==> images/clocks.png <==
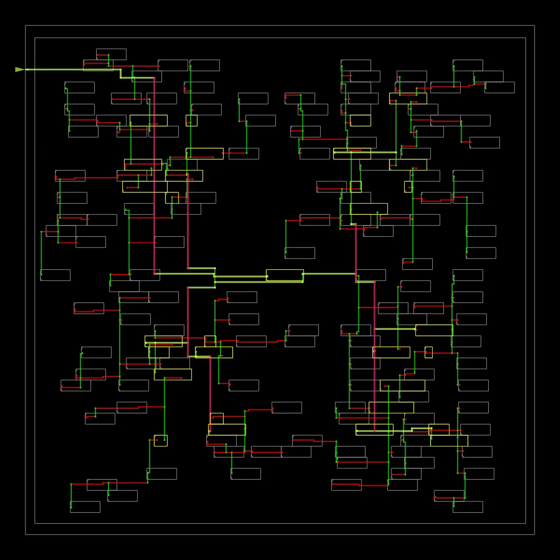
==> images/layer_met4.png <==
Scale: 3 px per um.
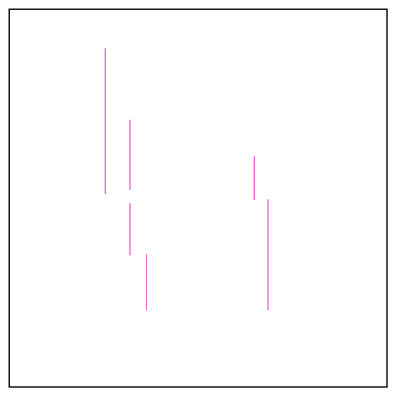
==> images/logic_types.png <==
Scale: 3 px per um.
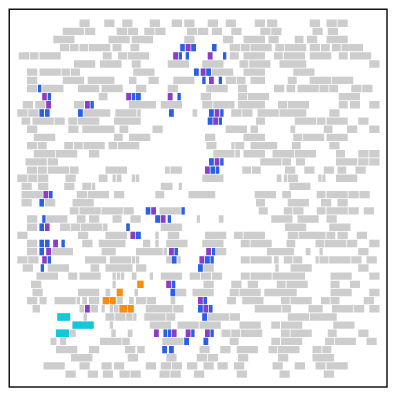
==> images/wires.png <==
Scale: 2 px per um. Two of the layers only.
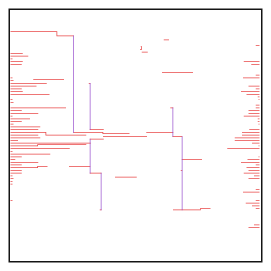
==> images/io_placement.png <==
Scale: 3 px per um. Pins as bars across the die edge, other pins in grey.
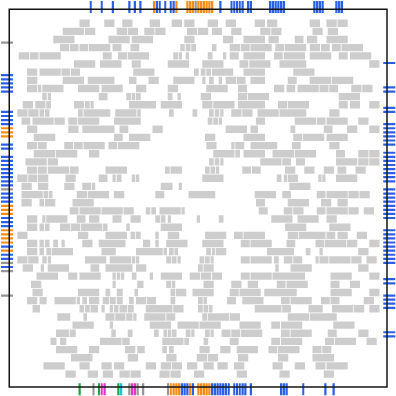
$ cat src/rtl/pipe_stage_chain_pkg.sv
// Shared defaults for the generic pipeline stage chain.
// The chain carries opaque payload bits, so only sizing constants live here.
package pipe_stage_chain_pkg;

  localparam int PSC_DEFAULT_WIDTH = 32;
  localparam int PSC_DEFAULT_DEPTH = 4;

endpackage

$ cat src/rtl/pipe_stage_chain_stage.sv
// One pipeline stage: a valid flag plus a payload register.
// Priority of next-state sources: flush, hold, bubble, load.
// An invalid entry always carries zero data, so bubbles are clean.
module pipe_stage
  import pipe_stage_chain_pkg::*;
#(
  parameter int WIDTH = PSC_DEFAULT_WIDTH
) (
  input  logic             clk,
  input  logic             reset,
  input  logic             hold,
  input  logic             bubble,
  input  logic             flush,
  input  logic             load_valid,
  input  logic [WIDTH-1:0] load_data,
  output logic             valid_next,
  output logic             valid,
  output logic [WIDTH-1:0] data
);

  logic [WIDTH-1:0] data_next;

  // Select what this stage holds after the edge; flush beats hold.
  always_comb begin
    valid_next = 1'b0;
    data_next  = '0;
    if (flush) begin
      valid_next = 1'b0;
      data_next  = '0;
    end else if (hold) begin
      valid_next = valid;
      data_next  = data;
    end else if (bubble) begin
      valid_next = 1'b0;
      data_next  = '0;
    end else if (load_valid) begin
      valid_next = 1'b1;
      data_next  = load_data;
    end
  end

  // Stage register; reset discards any entry including held ones.
  always_ff @(posedge clk) begin
    if (reset) begin
      valid <= 1'b0;
      data  <= '0;
    end else begin
      valid <= valid_next;
      data  <= data_next;
    end
  end

endmodule

$ cat src/rtl/pipe_stage_chain.sv
// Payload-agnostic chain of DEPTH pipeline stages with per-stage stall and
// flush. A stall freezes its stage and everything upstream; the stage just
// downstream of a frozen stage receives a bubble. The last stage has no
// downstream handshake, so its entry is dropped whenever it advances.
module pipe_stage_chain
  import pipe_stage_chain_pkg::*;
#(
  parameter  int WIDTH = PSC_DEFAULT_WIDTH,
  parameter  int DEPTH = PSC_DEFAULT_DEPTH,
  localparam int OCC_W = $clog2(DEPTH + 1)
) (
  input  logic                   clk,
  input  logic                   reset,
  input  logic                   in_valid,
  input  logic [WIDTH-1:0]       in_data,
  output logic                   in_ready,
  input  logic [DEPTH-1:0]       stall,
  input  logic [DEPTH-1:0]       flush,
  output logic [DEPTH*WIDTH-1:0] stage_data,
  output logic [DEPTH-1:0]       stage_valid,
  output logic [OCC_W-1:0]       occupancy
);

  logic [DEPTH-1:0] hold;
  logic [DEPTH-1:0] valid_next;
  logic [OCC_W-1:0] occ_next;

  // hold[i] is the OR of stall[i..DEPTH-1]; flush deliberately plays no part.
  always_comb begin
    logic acc;
    acc  = 1'b0;
    hold = '0;
    for (int i = DEPTH - 1; i >= 0; i--) begin
      acc     = acc | stall[i];
      hold[i] = acc;
    end
  end

  assign in_ready = ~hold[0];

  for (genvar i = 0; i < DEPTH; i++) begin : g_stage
    logic             up_valid;
    logic             up_bubble;
    logic [WIDTH-1:0] up_data;

    if (i == 0) begin : g_head
      assign up_valid  = in_valid;
      assign up_data   = in_data;
      assign up_bubble = 1'b0;
    end else begin : g_body
      assign up_valid  = stage_valid[i-1];
      assign up_data   = stage_data[(i-1)*WIDTH +: WIDTH];
      assign up_bubble = hold[i-1];
    end

    pipe_stage #(
      .WIDTH(WIDTH)
    ) u_stage (
      .clk       (clk),
      .reset     (reset),
      .hold      (hold[i]),
      .bubble    (up_bubble),
      .flush     (flush[i]),
      .load_valid(up_valid),
      .load_data (up_data),
      .valid_next(valid_next[i]),
      .valid     (stage_valid[i]),
      .data      (stage_data[i*WIDTH +: WIDTH])
    );
  end

  // Count the valid flags the stages will hold after this edge.
  always_comb begin
    occ_next = '0;
    for (int k = 0; k < DEPTH; k++) begin
      occ_next = occ_next + OCC_W'(valid_next[k]);
    end
  end

  // Occupancy register tracks stage_valid exactly, cleared with the stages.
  always_ff @(posedge clk) begin
    if (reset) begin
      occupancy <= '0;
    end else begin
      occupancy <= occ_next;
    end
  end

endmodule

$ cat config.mk
export PLATFORM = sky130hd
export DESIGN_NAME = pipe_stage_chain
export DESIGN_NICKNAME = d
export VERILOG_FILES = /design/src/rtl/pipe_stage_chain_pkg.sv /design/src/rtl/pipe_stage_chain_stage.sv /design/src/rtl/pipe_stage_chain.sv
export SDC_FILE = /design/constraint.sdc
export NUM_CORES = 1
export LEC_CHECK = 0
export CAP_MARGIN = 15
export CORE_MARGIN = 2
export CORE_UTILIZATION = 30
export DETAILED_ROUTE_END_ITERATION = 12
export GPL_TIMING_DRIVEN = 0
export PLACE_DENSITY_LB_ADDON = 0.05
export SYNTH_ARGS = -nofsm -noshare
export SYNTH_HDL_FRONTEND = slang
export SYNTH_SLANG_ARGS = --single-unit
$ cat constraint.sdc
create_clock -name clk -period 4.1 [get_ports clk]
set_input_delay 0.82 -clock clk [delete_from_list [all_inputs] [get_ports clk]]
set_output_delay 0.82 -clock clk [all_outputs]
set_load 0.02 [all_outputs]
==> results.py <==
# Flow results
metrics = {
    "power_and_ir_drop": {
        "p_comb_share_pct": 3.4,
        "p_int_uw": 2360,
        "p_seq_share_pct": 44.4,
        "power.switching_uw": 601,
        "vdd_drop_max_uv": 253,
        "p_per_area_nw_per_um2": 421,
    },
    "clocking": {
        "clk_path_buf_depth": 2,
        "root_buffer": "clkbuf_16",
        "clkTransAtPathRegs_ps": 60,
        "htreeDepth": 4,
        "numCtsBuffers": 17,
        "cts_setup_buffers": 0,
        "cts.hold.buffers_added": 0,
    },
    "final_timing": {
        "tightest_slew_ps": 969,
        "fin_crit_ps": 3740,
        "setup_violations": 0,
        "fin_crit_sh_pct": 91.1,
        "whs_ps": 471,
    },
    "placement": {
        "dpl_worst_slack_ps": 352,
        "place_congestion": 0.730,
    },
    "synthesis": {
        "synth_seq_share_pct": 61.1,
        "ys.flops": 135,
        "common_cells": "dfxtp_1, a22o_1, a21oi_1",
        "top_area_share_pct": 61.1,
        "synth-main-ff-cell": "dfxtp_1",
        "synthCells": 404,
        "synthArstFlopShare_pct": 0,
        "area_leaders": "dfxtp_1, a22o_1, a21oi_1, nand3_1, nand2_1",
        "synth_dominant_cell_count": "dfxtp_1",
    },
    "setup_path": {
        "cp.arrival_ps": 2920,
        "critPathLaunchType": "primary input",
        "critPathMaxFanout": 10,
        "crit_required_ps": 3280,
        "end_kind": "primary output",
    },
    "floorplanning": {
        "die_x_um": 125,
        "fp.coreArea_sq_um": 14500,
        "fp_util_pct": 30.6,
        "fp-row-count": 44,
        "num_io_pins": 179,
    },
    "drt": {
        "first_iter_violations": 175,
    },
    "final_layout": {
        "final_area_sq_um": 7040,
        "diodes": 0,
        "drive_gt1_share_pct": 8.50,
    },
    "status": {
        "status": "complete, no violations",
    },
    "min_path": {
        "worstHoldPathType": "reg2reg",
    },
    "global_routing": {
        "grt_max_degree": 17,
        "antenna_found_initial": 0,
        "globalRouteOverflowTotal": 0,
        "gr-usage-all-layers_pct": 17.0,
        "grt_pass1_vias": 3757,
    },
    "run": {
        "drv_cap": 0,
    },
}
About clocks.png:
P_clk: 1550 uW
Worst Skew: 4.24 ps
clock buffers: 20
Clk Latency, worst-skew pair: 410 ps
clk sinks: 135

About layer_met4.png:
longest straight run: 48.3 um
nets with wire on the layer: 2
main direction: vertical
share of all routed wire: 1.2%
DRT Wirelength: 13300 um
vias: 3764

About logic_types.png:
[cyan] fa/ha/maj cells | cells: 3 | most used: ha_1
[purple] aoi and oai cells | cells: 33 | most used: a21oi_1
[orange] and/or cells | cells: 6 | most used: and3_1
[blue] nand cells | cells: 64

About wires.png:
[red] metal 3 | wire length: 857 um
[purple] metal 4 | wire length: 158 um

About io_placement.png:
[cyan] reset | pins: 1 | direction: input | edge: bottom
[magenta] stall | pins: 4 | direction: input | edge: bottom
[orange] in_data | pins: 32 | direction: input | edge: 11 left, 11 top, 10 bottom
[blue] stage_data | pins: 128 | direction: output | edge: 44 right, 32 top, 29 left, 23 bottom
[green] occupancy | pins: 3 | direction: output | edge: bottom
all pins by edge: 46 bottom, 45 left, 44 top, 44 right
I/O Buffers: 177
Die Ht: 125 um

cell type report:
type | count | area, sq um
plain buffers | 42 | 210
clock buffers | 20 | 467
clock inverters | 11 | 149
fillers | 1361 | 7440
inverters | 1 | 8.76
multi-input cells | 226 | 1500
flip-flops and latches | 135 | 2700
well taps | 184 | 230
repair buffers | 177 | 1770
logic make-up (layout without fill, tap and decap cells):
| family | after synthesis | in the layout | synth area share, % |
|---|---|---|---|
| DFF | 135 | 135 | 61.1 |
| adders and majority gates | 3 | 3 | 1.02 |
| AOI/OAI and AO/OA | 129 | 129 | 22.7 |
| and+or+nand+nor | 91 | 91 | 9.53 |
| muxes | 3 | 3 | 0.679 |
| buffers and inverters | 43 | 251 | 4.95 |
through the flow:
step | instances | total power (uW) | utilization [%]
after global routing | 796 | 3060 | 48.6
final | 796 | 2960 | 48.6
after CTS | 796 | 3000 | 48.6
after detailed placement | 765 | 1440 | 44.4
after global placement | 765 | 1440 | 44.4
after floorplan | 404 | 1380 | -
critical path, cell delays in order:
cell and delay (ps):
clkdlybuf4s50_1 500, or4_1 560, buf_2 190, inv_6 100, buf_6 140, clkdlybuf4s50_1 610
per-layer routing:
metal  up-vias  track usage (%)  wire (um)
li1       1874                -          -
met1      1756             21.7       6130
met2       118             26.9       6120
met3        16             5.69        856
met4         0             6.08        157
met5         -                0          0
worst paths after layout:
| path | slack [ps] | cells after the start | start | endpoint |
|---|---|---|---|---|
| max reg2reg | 2130 | 7 | g_stage[0].u_stage.valid$_SDFF_PP0_ | occupancy[1]$_SDFF_PP0_ |
| min reg2reg | 470 | 2 | g_stage[0].u_stage.data[3]$_SDFFE_PP0N_ | g_stage[0].u_stage.data[3]$_SDFFE_PP0N_ |
| max | 360 | 6 | stall[3] | in_ready |
| min | 470 | 2 | g_stage[0].u_stage.data[3]$_SDFFE_PP0N_ | g_stage[0].u_stage.data[3]$_SDFFE_PP0N_ |
flip-flops by register name, indices dropped and copies added, names as in the netlist:
signal and count:
g_stage.u_stage.valid 4, occupancy 3, g_stage.u_stage.data 128
power groups by stage:
| stage | Combinational [uW] | Clock [uW] | Sequential [uW] |
|---|---|---|---|
| floorplan | 35.6 | 0 | 1350 |
| global placement | 100 | 0 | 1340 |
| detailed placement | 101 | 0 | 1340 |
| CTS | 102 | 1580 | 1320 |
| global route | 109 | 1640 | 1310 |
| finish | 100 | 1550 | 1320 |
cells in the final DEF, fill, tap and decap left out, types with 9 or more instances in the layout:
cell type        count
a21oi_1             33
a22o_1              96
buf_2               12
clkbuf_1            23
clkbuf_16           17
clkdlybuf4s50_1    177
dfxtp_1            135
nand2_1             32
nand3_1             32
nor2_1               9
Power is estimated from default activity; no workload was simulated.
